**config.mk**
```make
export PLATFORM = sky130hd
export DESIGN_NAME = jzjpcc_memory
export DESIGN_NICKNAME = d
export VERILOG_FILES = /design/src/rtl/jzjpcc_memory_pkg.sv /design/src/rtl/jzjpcc_load_extract.sv /design/src/rtl/jzjpcc_memory.sv
export SDC_FILE = /design/constraint.sdc
export NUM_CORES = 1
export LEC_CHECK = 0
export ABC_CLOCK_PERIOD_IN_PS = 4250
export CAP_MARGIN = 10
export CORE_MARGIN = 2
export CORE_UTILIZATION = 49
export DETAILED_ROUTE_END_ITERATION = 10
export HOLD_SLACK_MARGIN = 0.12
export PLACE_DENSITY = 0.87
export SETUP_SLACK_MARGIN = 0.05
export SKIP_LAST_GASP = 1
export SYNTH_ARGS = -nofsm -noshare
export SYNTH_HDL_FRONTEND = slang
export SYNTH_SLANG_ARGS = --single-unit
```
**constraint.sdc**
```tcl
create_clock -name clock -period 4.25 [get_ports clock]
set_clock_uncertainty 0.1 [all_clocks]
set_input_delay 0.85 -clock clock [delete_from_list [all_inputs] [get_ports clock]]
set_output_delay 0.85 -clock clock [all_outputs]
set_load 0.005 [all_outputs]
```
**src/rtl/jzjpcc_memory_pkg.sv**
```systemverilog
// Shared encodings for the memory stage: rd source select, load funct3 codes
// and the transaction FSM state type.
package jzjpcc_memory_pkg;

    localparam logic [1:0] RDSRC_ALU = 2'b00;
    localparam logic [1:0] RDSRC_MEM = 2'b01;

    localparam logic [2:0] F3_LB  = 3'b000;
    localparam logic [2:0] F3_LH  = 3'b001;
    localparam logic [2:0] F3_LW  = 3'b010;
    localparam logic [2:0] F3_LBU = 3'b100;
    localparam logic [2:0] F3_LHU = 3'b101;

    typedef enum logic {
        IDLE = 1'b0,
        WAIT = 1'b1
    } memState_t;

endpackage

```
**src/rtl/jzjpcc_load_extract.sv**
```systemverilog
// Load data extraction: picks the byte/halfword addressed by the low address
// bits out of the returned word and sign- or zero-extends it to 32 bits.
module jzjpcc_load_extract
    import jzjpcc_memory_pkg::*;
(
    input  logic [31:0] rdata,
    input  logic [2:0]  funct3,
    input  logic [1:0]  offset,
    output logic [31:0] extData
);

    logic [7:0]  selByte;
    logic [15:0] selHalf;

    // Select the addressed lane, then extend according to the load width/sign
    always_comb begin
        selByte = rdata[7:0];
        unique case (offset)
            2'd0: selByte = rdata[7:0];
            2'd1: selByte = rdata[15:8];
            2'd2: selByte = rdata[23:16];
            2'd3: selByte = rdata[31:24];
        endcase

        // Halfword loads ignore offset[0]; misaligned halves are not split
        selHalf = offset[1] ? rdata[31:16] : rdata[15:0];

        extData = rdata;
        case (funct3)
            F3_LB:   extData = {{24{selByte[7]}}, selByte};
            F3_LBU:  extData = {24'h000000, selByte};
            F3_LH:   extData = {{16{selHalf[15]}}, selHalf};
            F3_LHU:  extData = {16'h0000, selHalf};
            F3_LW:   extData = rdata;
            default: extData = rdata;
        endcase
    end

endmodule

```
**src/rtl/jzjpcc_memory.sv**
```systemverilog
// Memory stage: consumes the execute register, runs a req/ack transaction
// against a multi-cycle data memory and loads the writeback register.
//
// state | meaning
// ------+---------------------------------------------------------------
// IDLE  | ready for a new op; non-memory ops pass straight to writeback
// WAIT  | memory request outstanding, dmem_* held until dmem_ack
module jzjpcc_memory
    import jzjpcc_memory_pkg::*;
#(
    parameter int DMEM_ADDR_B = 12
)
(
    input  logic                   clock,
    input  logic                   reset,

    input  logic                   in_valid,
    output logic                   in_ready,
    input  logic [31:0]            aluResult,
    input  logic [4:0]             rdAddr,
    input  logic [1:0]             rdSource,
    input  logic                   rdWriteEnable,
    input  logic [2:0]             funct3,
    input  logic                   memoryWriteEnable,
    input  logic [31:0]            memDataToWrite,
    input  logic [3:0]             memByteMask,

    output logic                   dmem_req,
    output logic                   dmem_we,
    output logic [DMEM_ADDR_B-3:0] dmem_addr,
    output logic [31:0]            dmem_wdata,
    output logic [3:0]             dmem_bmask,
    input  logic                   dmem_ack,
    input  logic [31:0]            dmem_rdata,

    output logic                   wb_valid,
    output logic [4:0]             wb_rdAddr,
    output logic                   wb_rdWriteEnable,
    output logic [31:0]            wb_rdData
);

    memState_t   state;
    logic [31:0] holdAluResult;
    logic [4:0]  holdRdAddr;
    logic        holdRdWriteEnable;
    logic [2:0]  holdFunct3;
    logic        holdIsStore;
    logic [31:0] loadData;
    logic        isMemOp;

    // A store wins over rdSource; any rdSource other than MEM behaves as ALU
    assign isMemOp  = memoryWriteEnable || (rdSource == RDSRC_MEM);
    assign in_ready = (state == IDLE);

    jzjpcc_load_extract loadExtract (
        .rdata   (dmem_rdata),
        .funct3  (holdFunct3),
        .offset  (holdAluResult[1:0]),
        .extData (loadData)
    );

    // Transaction FSM, hold registers, dmem request and writeback register
    always_ff @(posedge clock) begin
        if (!reset) begin
            state             <= IDLE;
            holdAluResult     <= '0;
            holdRdAddr        <= '0;
            holdRdWriteEnable <= 1'b0;
            holdFunct3        <= '0;
            holdIsStore       <= 1'b0;
            dmem_req          <= 1'b0;
            dmem_we           <= 1'b0;
            dmem_addr         <= '0;
            dmem_wdata        <= '0;
            dmem_bmask        <= '0;
            wb_valid          <= 1'b0;
            wb_rdAddr         <= '0;
            wb_rdWriteEnable  <= 1'b0;
            wb_rdData         <= '0;
        end else begin
            wb_valid <= 1'b0;
            unique case (state)
                IDLE: begin
                    if (in_valid) begin
                        if (isMemOp) begin
                            state             <= WAIT;
                            holdAluResult     <= aluResult;
                            holdRdAddr        <= rdAddr;
                            holdRdWriteEnable <= rdWriteEnable;
                            holdFunct3        <= funct3;
                            holdIsStore       <= memoryWriteEnable;
                            dmem_req          <= 1'b1;
                            dmem_we           <= memoryWriteEnable;
                            dmem_addr         <= aluResult[DMEM_ADDR_B-1:2];
                            dmem_wdata        <= memDataToWrite;
                            dmem_bmask        <= memoryWriteEnable ? memByteMask : 4'hF;
                        end else begin
                            wb_valid         <= 1'b1;
                            wb_rdAddr        <= rdAddr;
                            wb_rdWriteEnable <= rdWriteEnable;
                            wb_rdData        <= aluResult;
                        end
                    end
                end
                WAIT: begin
                    if (dmem_ack) begin
                        state            <= IDLE;
                        dmem_req         <= 1'b0;
                        wb_valid         <= 1'b1;
                        wb_rdAddr        <= holdRdAddr;
                        wb_rdWriteEnable <= holdRdWriteEnable;
                        wb_rdData        <= holdIsStore ? holdAluResult : loadData;
                    end
                end
            endcase
        end
    end

endmodule
```
==> impl_metrics.toml <==
# physical design summary
[layout]
finalNetCount = 990
drive_gt1_frac = 0.06764
lay_top_cells = "203 x clkdlybuf4s50_1, 191 x nand2_1, 119 x dfxtp_1, 82 x a21oi_1, 32 x a221oi_1"
fin_cells = 1030

[outcome]
status = "finished clean"

[clock_tree]
cts_sinks = 119
cts_root_buf = "clkbuf_16"
ctsHoldBuffers = 0
path_clk_slew_ps = 60
cts.htree.levels = 4
tritoncts = "yes"
cts_buffers = 17

[timing]
rsz0062_at_grt = "no"
fmax_ghz = 0.3116
hold_viol = 0

[routing]
antenna_left = 0
drc = 0
drtPass1Iterations = 6

[setup_path]
timing.rr.start = "state$_SDFF_PN0_"
crit_path_end_kind = "flop"
required_ps = 4450
ff2ff_setup_slack_ps = 1540
crit_path_start = "in_valid"
critPathLaunchType = "primary input"
cp_data_arrival_time_ps = 3410
r2r-end = "wb_rdData[15]$_SDFFE_PN0P_"
path_max_fanout = 17

[placement]
port_buffers = 203
dp_cells = 998
gp_congestion = 0.8742

[logic_synthesis]
netlist.area_leader.share = 0.4226
syn_area_mm2 = 0.005637
ys_top_cells_by_area = "dfxtp_1 42%, nand2_1 13%, a21oi_1 7.3%, a221oi_1 5.0%, mux2i_1 2.7%"
fa_ha_area_frac = 0
flop_cell = "dfxtp_1"
yosys.area.top_type = "dfxtp_1"
async_reset_ff_frac = 0
edf_count = 0
postSynthAreaPerCell_um2 = 7.906
synth-simple-area-share = 0.1907

[worst_hold_path]
hold_path_class = "flop to flop"
min_to = "holdAluResult[15]$_SDFFE_PN0P_"
worstHoldPathCells = 2

[pwr]
p_leak_nw = 2.924
p_comb_frac = 0.176
seqPwrFrac = 0.360
clockPowerShare = 0.464
internal_power_w = 0.002595
power.density_mw_per_mm2 = 417.5

[global_route]
grt_pass1_vias = 6262
grt_max_degree = 63
grt_pass1_wl_um = 30640

[floorplanning]
fp_util = 0.4979
die_area_mm2 = 0.01238
boundaryPins = 204
rows = 39
==> layer usage <==
metal | vias to the layer above | GRT usage | wire [um]
li1 | 2841 | - | -
met2 | 417 | 0.4959 | 8908
met4 | 0 | 0.1358 | 625
met3 | 53 | 0.1017 | 2080
met5 | - | 0 | 0
met1 | 2891 | 0.3586 | 7248
==> sequential cells by signal, indices dropped and copies added, names as in the netlist <==
register / flops
dmem_addr: 9
dmem_bmask: 4
dmem_req: 1
dmem_wdata: 32
holdAluResult: 23
holdFunct3: 3
holdIsStore: 1
holdRdAddr: 5
holdRdWriteEnable: 1
state: 1
wb_rdAddr: 5
wb_rdData: 32
wb_rdWriteEnable: 1
wb_valid: 1
==> metrics by stage <==
step	setup slack (ps)	power, W	utilization
6_report	1041	0.003459	0.7319
5_1_grt	955.9	0.003584	0.7319
3_5_place_dp	769.5	0.001863	0.6731
2_1_floorplan	2016	0.001552	-
3_3_place_gp	841.7	0.001843	0.6731
4_1_cts	1129	0.003461	0.7319
==> cells in the mapped netlist, types with 2 or more instances <==
| master | number |
|---|---|
| buf_1 | 12 |
| or3_1 | 9 |
| a211oi_1 | 6 |
| nand2b_1 | 4 |
| inv_1 | 27 |
| nor3_1 | 7 |
| dfxtp_1 | 119 |
| o221a_2 | 4 |
| a21oi_1 | 82 |
| o21a_1 | 16 |
| nand3b_1 | 2 |
| clkbuf_1 | 35 |
| buf_2 | 13 |
| o211ai_1 | 10 |
| o41ai_1 | 16 |
| nor2_1 | 22 |
| a22o_1 | 8 |
| buf_6 | 5 |
| a221oi_2 | 3 |
| nor4_1 | 6 |
| nor3b_1 | 7 |
| mux2i_1 | 15 |
| nand2_1 | 191 |
| o21ai_0 | 23 |
| a222oi_1 | 8 |
| a221oi_1 | 32 |
| nor2b_1 | 3 |
| buf_4 | 11 |
==> power groups by stage <==
| stage | clock, W | combinational (W) | sequential, W |
|---|---|---|---|
| 5_1_grt | 0.00168 | 0.000654 | 0.00125 |
| 3_3_place_gp | 0 | 0.000578 | 0.00126 |
| 3_5_place_dp | 0 | 0.000595 | 0.00127 |
| 2_1_floorplan | 0 | 0.000296 | 0.00126 |
| 6_report | 0.00161 | 0.000608 | 0.00125 |
| 4_1_cts | 0.00162 | 0.000601 | 0.00125 |
==> worst max-delay path by stage <==
stage,end,cells after the start,slack [ps]
after floorplan,wb_rdData[10]$_SDFFE_PN0P_,6,2020
after global placement,wb_rdData[15]$_SDFFE_PN0P_,6,840
after detailed placement,wb_rdData[15]$_SDFFE_PN0P_,6,770
after CTS,in_ready,3,1130
after global routing,wb_rdData[15]$_SDFFE_PN0P_,6,960
final,wb_rdData[15]$_SDFFE_PN0P_,6,1040
==> layout make-up <==
| class | count | area [um^2] |
|---|---|---|
| fillers | 827 | 3035 |
| multi-input cells | 490 | 2795 |
| flip-flops and latches | 119 | 2382 |
| repair buffers | 218 | 2157 |
| clock buffers | 21 | 470.5 |
| clock inverters | 11 | 195.2 |
| well taps | 143 | 178.9 |
| inverters | 28 | 106.4 |
==> critical path: cells and delay by family <==
family,cells,cell delay [ps]
AOI/OAI and AO/OA,3,1340
buffers and inverters,2,800
and+or+nand+nor,1,410
m4.png
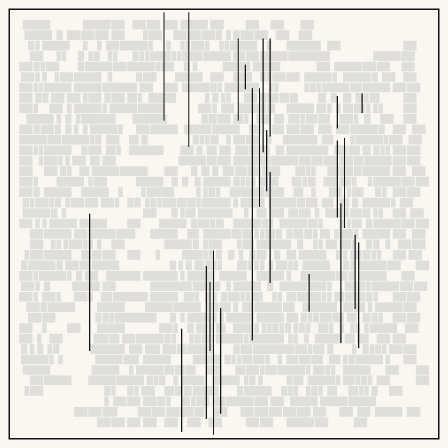
share of all routed wire: 3.3%
longest straight run: 65.3 um
main direction: vertical
wire length on this layer: 626 um
Routed WL: 18860 um
total number of vias: 6202

floorplan.png
Bar = 20 um. Pins as bars on the die edge. Tap cells in gray.
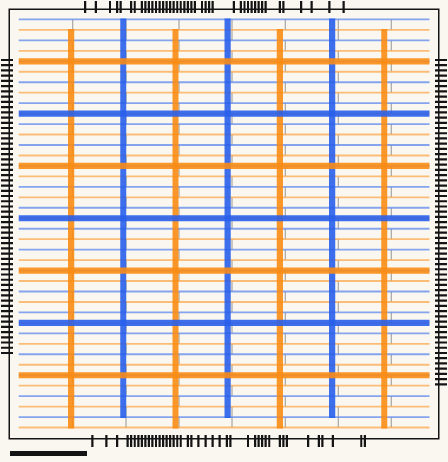
[blue] VDD
[orange] VSS
rows: 39
signal pins: 204
core area: 0.01132 mm^2
VDD IR max: 0.2405 mV
die y size: 111.3 um
Die X-Extent: 111.3 um

congestion_map.png
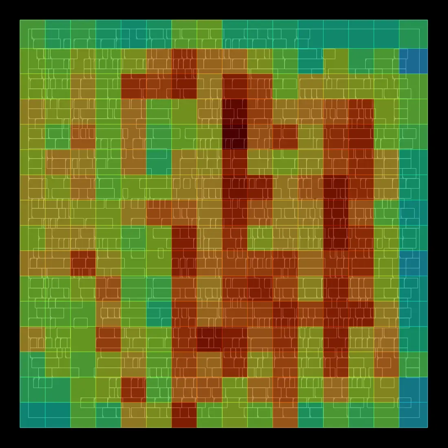
M3 GR Usage: 0.1017
Global Route met2 Usage: 0.4959
Total GRT Usage: 0.3021
GR Util met1: 0.3586
routed length per instance: 18.31 um

closeup.png
Region (71, 15) to (96, 40) um. Cells in gray, sequential cells in the stronger gray; small squares are vias.
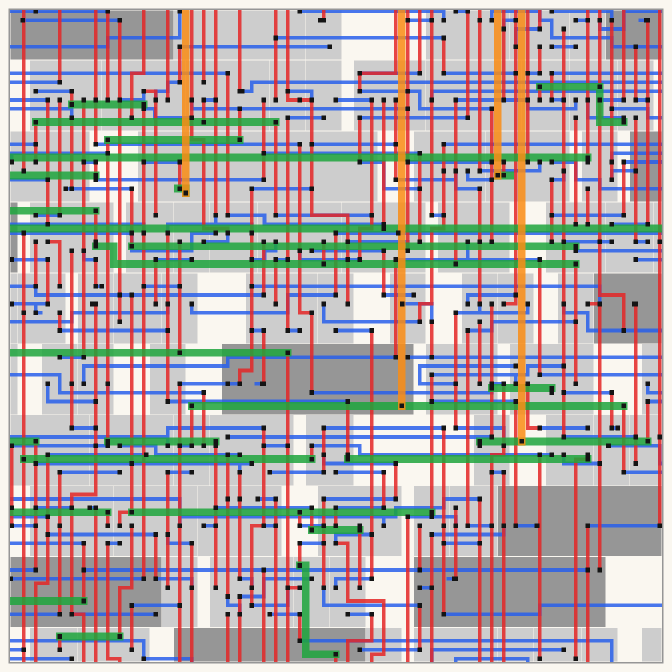
[orange] M4
[blue] M1
[green] M3
[red] M2
netlist names of flops here include: wb_rdData (3), holdAluResult (2)
sequential cells in the window: 5
cells with their middle in the window: 67
most frequent: nand2_1 (17), o41ai_1 (8), a221oi_1 (8)

layers.png
Only two layers are drawn.
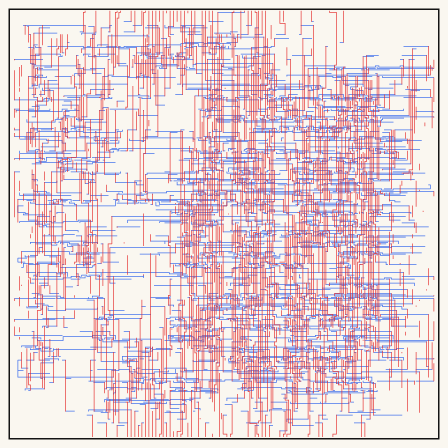
[red] M2 | wire length: 8910 um
[blue] M1 | wire length: 7250 um

Power figures rest on the tool's default switching activity, not on a simulated workload.
